$ cat src/rtl/otter_fetch_pkg.sv
// Shared types and constants for the otter instruction-fetch stage.
// Holds the fetch FIFO entry layout and the fetch constants.
package otter_fetch_pkg;

  localparam logic [31:0] INSN_NOP = 32'h0000_0013;
  localparam logic [31:0] PC_INC   = 32'd4;

  typedef struct packed {
    logic [31:0] pc;
    logic [31:0] ins;
  } fetch_entry_t;

endpackage

$ cat src/rtl/fetch_fifo.sv
// Small power-of-two FIFO of fetched instructions with their PCs.
// Synchronous clear has priority over push and pop.
module fetch_fifo
  import otter_fetch_pkg::*;
#(
  parameter int DEPTH = 2
) (
  input  logic                     clk,
  input  logic                     rst_n,
  input  logic                     clr,
  input  logic                     push,
  input  fetch_entry_t             din,
  input  logic                     pop,
  output fetch_entry_t             dout,
  output logic                     full,
  output logic                     empty,
  output logic [$clog2(DEPTH):0]   count
);

  localparam int AW = $clog2(DEPTH);
  localparam int CW = AW + 1;

  fetch_entry_t   mem [DEPTH];
  logic [AW-1:0]  wr_ptr;
  logic [AW-1:0]  rd_ptr;
  logic           do_push;
  logic           do_pop;

  assign empty   = (count == '0);
  assign full    = (count == CW'(DEPTH));
  assign do_pop  = pop && !empty;
  assign do_push = push && (!full || do_pop);
  assign dout    = mem[rd_ptr];

  // Entry storage: write the tail slot on an accepted push
  always_ff @(posedge clk) begin
    if (do_push && !clr) begin
      mem[wr_ptr] <= din;
    end
  end

  // Pointers and occupancy
  always_ff @(posedge clk or negedge rst_n) begin
    if (!rst_n) begin
      wr_ptr <= '0;
      rd_ptr <= '0;
      count  <= '0;
    end else if (clr) begin
      wr_ptr <= '0;
      rd_ptr <= '0;
      count  <= '0;
    end else begin
      if (do_push) wr_ptr <= wr_ptr + 1'b1;
      if (do_pop)  rd_ptr <= rd_ptr + 1'b1;
      count <= count + CW'(do_push) - CW'(do_pop);
    end
  end

endmodule

$ cat src/rtl/otter_fetch_buffer.sv
// Fetch stage: PC, 1-cycle imem requests, credit-limited FIFO to decode.
// Optional macro FETCH_STALL_CNT_EN adds a saturating STALL_CNT output.
module otter_fetch_buffer
  import otter_fetch_pkg::*;
#(
  parameter int          DEPTH    = 2,
  parameter logic [31:0] RESET_PC = 32'h0000_0000
) (
  input  logic        CLK,
  input  logic        RST_N,
  input  logic        FLUSH,
  input  logic [31:0] FLUSH_PC,
  output logic        IMEM_RD_EN,
  output logic [31:0] IMEM_ADDR,
  input  logic [31:0] IMEM_DOUT,
  output logic        INS_VALID,
  output logic [31:0] INS,
  output logic [31:0] INS_PC,
  input  logic        INS_READY
`ifdef FETCH_STALL_CNT_EN
  ,
  output logic [31:0] STALL_CNT
`endif
);

  localparam int CW = $clog2(DEPTH) + 1;

  logic [31:0]   pc;
  logic [31:0]   pend_pc;
  logic [31:0]   last_pc;
  logic          pend;
  logic          drop;
  logic [CW-1:0] count;
  logic          full;
  logic          empty;
  logic          push;
  logic          pop;
  logic [CW:0]   used;
  logic [CW:0]   limit;
  fetch_entry_t  head;
  fetch_entry_t  wr_entry;

  // A pop this cycle frees a slot, so it counts as credit for a new request
  assign pop        = INS_VALID && INS_READY && !FLUSH;
  assign push       = pend && !drop && !FLUSH;
  assign wr_entry   = '{pc: pend_pc, ins: IMEM_DOUT};
  assign used       = {1'b0, count} + (CW+1)'(pend);
  assign limit      = (CW+1)'(DEPTH) + (CW+1)'(pop);
  assign IMEM_RD_EN = RST_N && !FLUSH && (used < limit);
  assign IMEM_ADDR  = pc;
  assign INS_VALID  = !empty;
  assign INS        = empty ? INSN_NOP : head.ins;
  assign INS_PC     = empty ? last_pc : head.pc;

  fetch_fifo #(
    .DEPTH (DEPTH)
  ) u_fifo (
    .clk   (CLK),
    .rst_n (RST_N),
    .clr   (FLUSH),
    .push  (push),
    .din   (wr_entry),
    .pop   (pop),
    .dout  (head),
    .full  (full),
    .empty (empty),
    .count (count)
  );

  // PC, in-flight request tracking and stale-response drop
  always_ff @(posedge CLK or negedge RST_N) begin
    if (!RST_N) begin
      pc      <= RESET_PC;
      pend    <= 1'b0;
      pend_pc <= '0;
      drop    <= 1'b0;
    end else if (FLUSH) begin
      pc   <= FLUSH_PC & ~32'h3;
      pend <= 1'b0;
      drop <= pend;
    end else begin
      pend <= IMEM_RD_EN;
      drop <= 1'b0;
      if (IMEM_RD_EN) begin
        pc      <= pc + PC_INC;
        pend_pc <= pc;
      end
    end
  end

  // Remember the last presented PC so INS_PC holds while empty
  always_ff @(posedge CLK or negedge RST_N) begin
    if (!RST_N) begin
      last_pc <= '0;
    end else if (!empty) begin
      last_pc <= head.pc;
    end
  end

`ifdef FETCH_STALL_CNT_EN
  // Count cycles with nothing to offer decode, saturating
  always_ff @(posedge CLK or negedge RST_N) begin
    if (!RST_N) begin
      STALL_CNT <= '0;
    end else if (!INS_VALID && !FLUSH && (STALL_CNT != '1)) begin
      STALL_CNT <= STALL_CNT + 32'd1;
    end
  end
`endif

  ap_no_overflow: assert property (
    @(posedge CLK) disable iff (!RST_N)
    !(push && full && !pop)
  );

endmodule

$ cat config.mk
export PLATFORM = sky130hd
export DESIGN_NAME = otter_fetch_buffer
export DESIGN_NICKNAME = d
export VERILOG_FILES = /design/src/rtl/otter_fetch_pkg.sv /design/src/rtl/fetch_fifo.sv /design/src/rtl/otter_fetch_buffer.sv
export SDC_FILE = /design/constraint.sdc
export NUM_CORES = 1
export LEC_CHECK = 0
export ABC_AREA = 1
export CAP_MARGIN = 20
export CORE_ASPECT_RATIO = 2
export CORE_MARGIN = 4
export CORE_UTILIZATION = 53
export CTS_BUF_LIST = sky130_fd_sc_hd__clkbuf_4 sky130_fd_sc_hd__clkbuf_8 sky130_fd_sc_hd__clkbuf_16
export DETAILED_ROUTE_END_ITERATION = 8
export HOLD_SLACK_MARGIN = 0.06
export PLACE_DENSITY = 0.91
export SYNTH_ARGS = -nofsm -noshare
export SYNTH_HDL_FRONTEND = slang
export SYNTH_SLANG_ARGS = --single-unit
$ cat constraint.sdc
create_clock -name CLK -period 4.1 [get_ports CLK]
set_input_delay 0.41 -clock CLK [delete_from_list [all_inputs] [get_ports CLK]]
set_output_delay 0.41 -clock CLK [all_outputs]
set_load 0.05 [all_outputs]
Sequential cells colored by netlist name:
Other sequential cells in the stronger gray, the rest of the logic in the fainter gray.
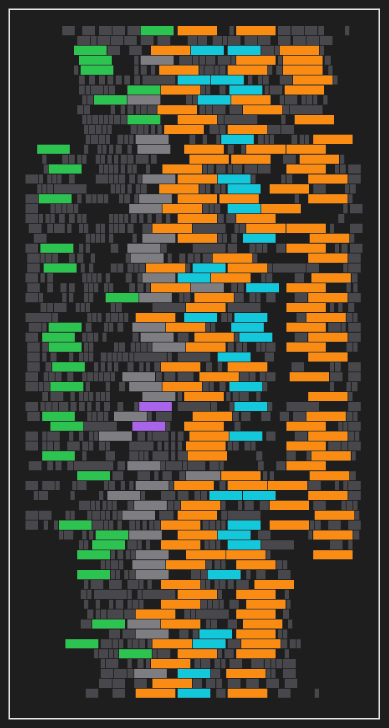
Key: cyan = last_pc [sequential cells 32, where a column down the middle]; purple = u_fifo.count [sequential cells 2]; orange = u_fifo.mem [sequential cells 124]; green = IMEM_ADDR [sequential cells 30, where a column on the left]
Final Util: 67.3%
Reg area: 6180 um2
Seq/total area: 53.4%
Seq. pwr: 2.89 mW

Clock wires, drivers and flops:
The bar under the picture is 20 um long.
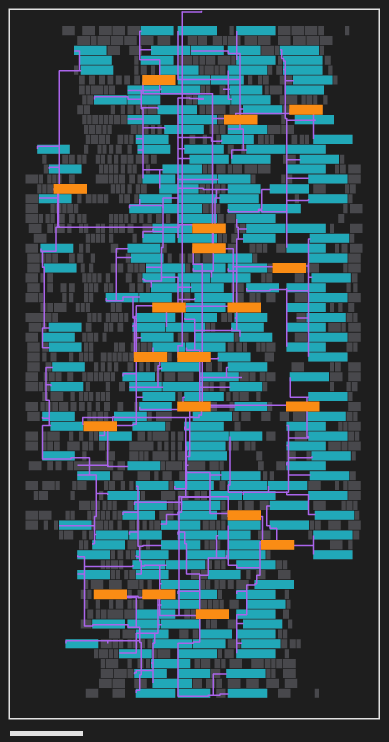
Key: cyan = flip-flops [count 222]; orange = clock-net drivers [count 19]; purple = clock wires [length 2300 um]
There are 20 routed clock nets.
clk_lat worst skew: 490 ps
Clock power frac: 25.7%

Cells by drive strength:
The bar under the picture is 20 um long.
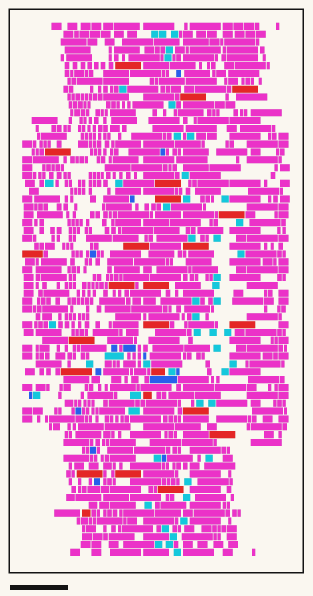
Key: red = x6 and larger [cells 24, share 2.2%, most used clkbuf_16]; blue = x2 [cells 15, share 1.4%, most used clkinv_2]; cyan = x3 and x4 [cells 51, share 4.7%, most used buf_4]; magenta = x1 and smaller [cells 990, share 92%, most used nand2_1]
setup ws final: 1040 ps
fin area: 11600 um2

==> results_dict.tcl <==
# flow metrics
set metrics [dict create \
    synth_warnings 0 \
    p_leak_nw 4.76 \
    top_regs "u_fifo.mem: 124 flops, last_pc: 32 flops" \
    openroad.warnings 28 \
    fin_nets 1140 \
    critPathCaptureType "output port" \
    post-cts-setup-buffers 0 \
    worstSetupPathType "flip-flop to output port" \
    cts.sinks 222 \
    run_status "complete, no violations" \
    grt_max_degree 70 \
    slew_headroom_pct 37.5 \
    largest_register_ffs 124 \
    synthTopLogicFamily "simple AND/OR/NAND/NOR gates" \
    grt_pass1_wl_mm 34.9 \
    top_register "u_fifo.mem" \
    simple_gate_area_share_pct 19.1 \
    min_period_ps 3060 \
    final_common_cell "nand2_1" \
    avgSynthCellArea_um2 10.1 \
    finalWirelength_mm 21.8 \
    cp_max_fo 45 \
    critPathLaunchType "flip-flop" \
    synthMuxAreaShare_pct 0 \
    fp.dieArea_um2 19700 \
    ir_drop_uv 340 \
    ant_nets 0 \
    aoi_share_pct 7.90 \
    flop_cell "edfxtp_1" \
    rsz0062_at_grt "no" \
    arrival_ps 2650 \
]
## area by class of cell
class / instances / area share [%]
Tap cell: 210 / 2.27
Clock inverter: 10 / 0.757
Multi-Input combinational cell: 591 / 23.0
Inverter: 60 / 1.95
Sequential cell: 222 / 53.4
Clock buffer: 24 / 4.49
Timing Repair Buffer: 173 / 14.1
## stage by stage
stage	setup slack (ps)	hold slack (ps)	std cells	area, um2	utilization (%)
floorplan	225	114	914	9240	-
global placement	997	367	1255	11000	63.7
detailed placement	926	373	1255	11000	63.7
CTS	1000	403	1290	11600	67.3
global route	882	420	1290	11600	67.3
finish	1040	403	1290	11600	67.3
## where the power goes
| group | internal [mW] | switching (mW) |
|---|---|---|
| clock network | 0.974 | 0.783 |
| registers | 2.70 | 0.185 |
| logic | 0.621 | 1.57 |
## critical path, stage by stage (launching register included)
cell,delay (ps)
dfrtp_2,410
inv_2,580
nand2_1,110
a21oi_1,210
clkdlybuf4s50_1,840
## worst max path at each step
stage / start / endpoint / slack [ps] / depth (start not counted)
floorplan: FLUSH / u_fifo.mem[0][0]$_DFFE_PP_ / 230 / 5
global placement: FLUSH / u_fifo.mem[0][0]$_DFFE_PP_ / 1000 / 7
detailed placement: FLUSH / u_fifo.mem[0][54]$_DFFE_PP_ / 930 / 7
CTS: u_fifo.count[1]$_DFF_PN0_ / INS_PC[14] / 1000 / 7
global route: u_fifo.rd_ptr$_DFFE_PN0P_ / INS[17] / 880 / 4
finish: u_fifo.rd_ptr$_DFFE_PN0P_ / INS[31] / 1040 / 4
## layer usage
metal / vias up / GRT usage [%] / part of all wire (%)
met5: - / 0 / 0
met4: 0 / 9.37 / 4.2
met3: 57 / 2.37 / 4.7
met2: 222 / 41.4 / 55
met1: 3235 / 24.5 / 36
li1: 3349 / - / -
Power figures rest on the tool's default switching activity, not on a simulated workload.
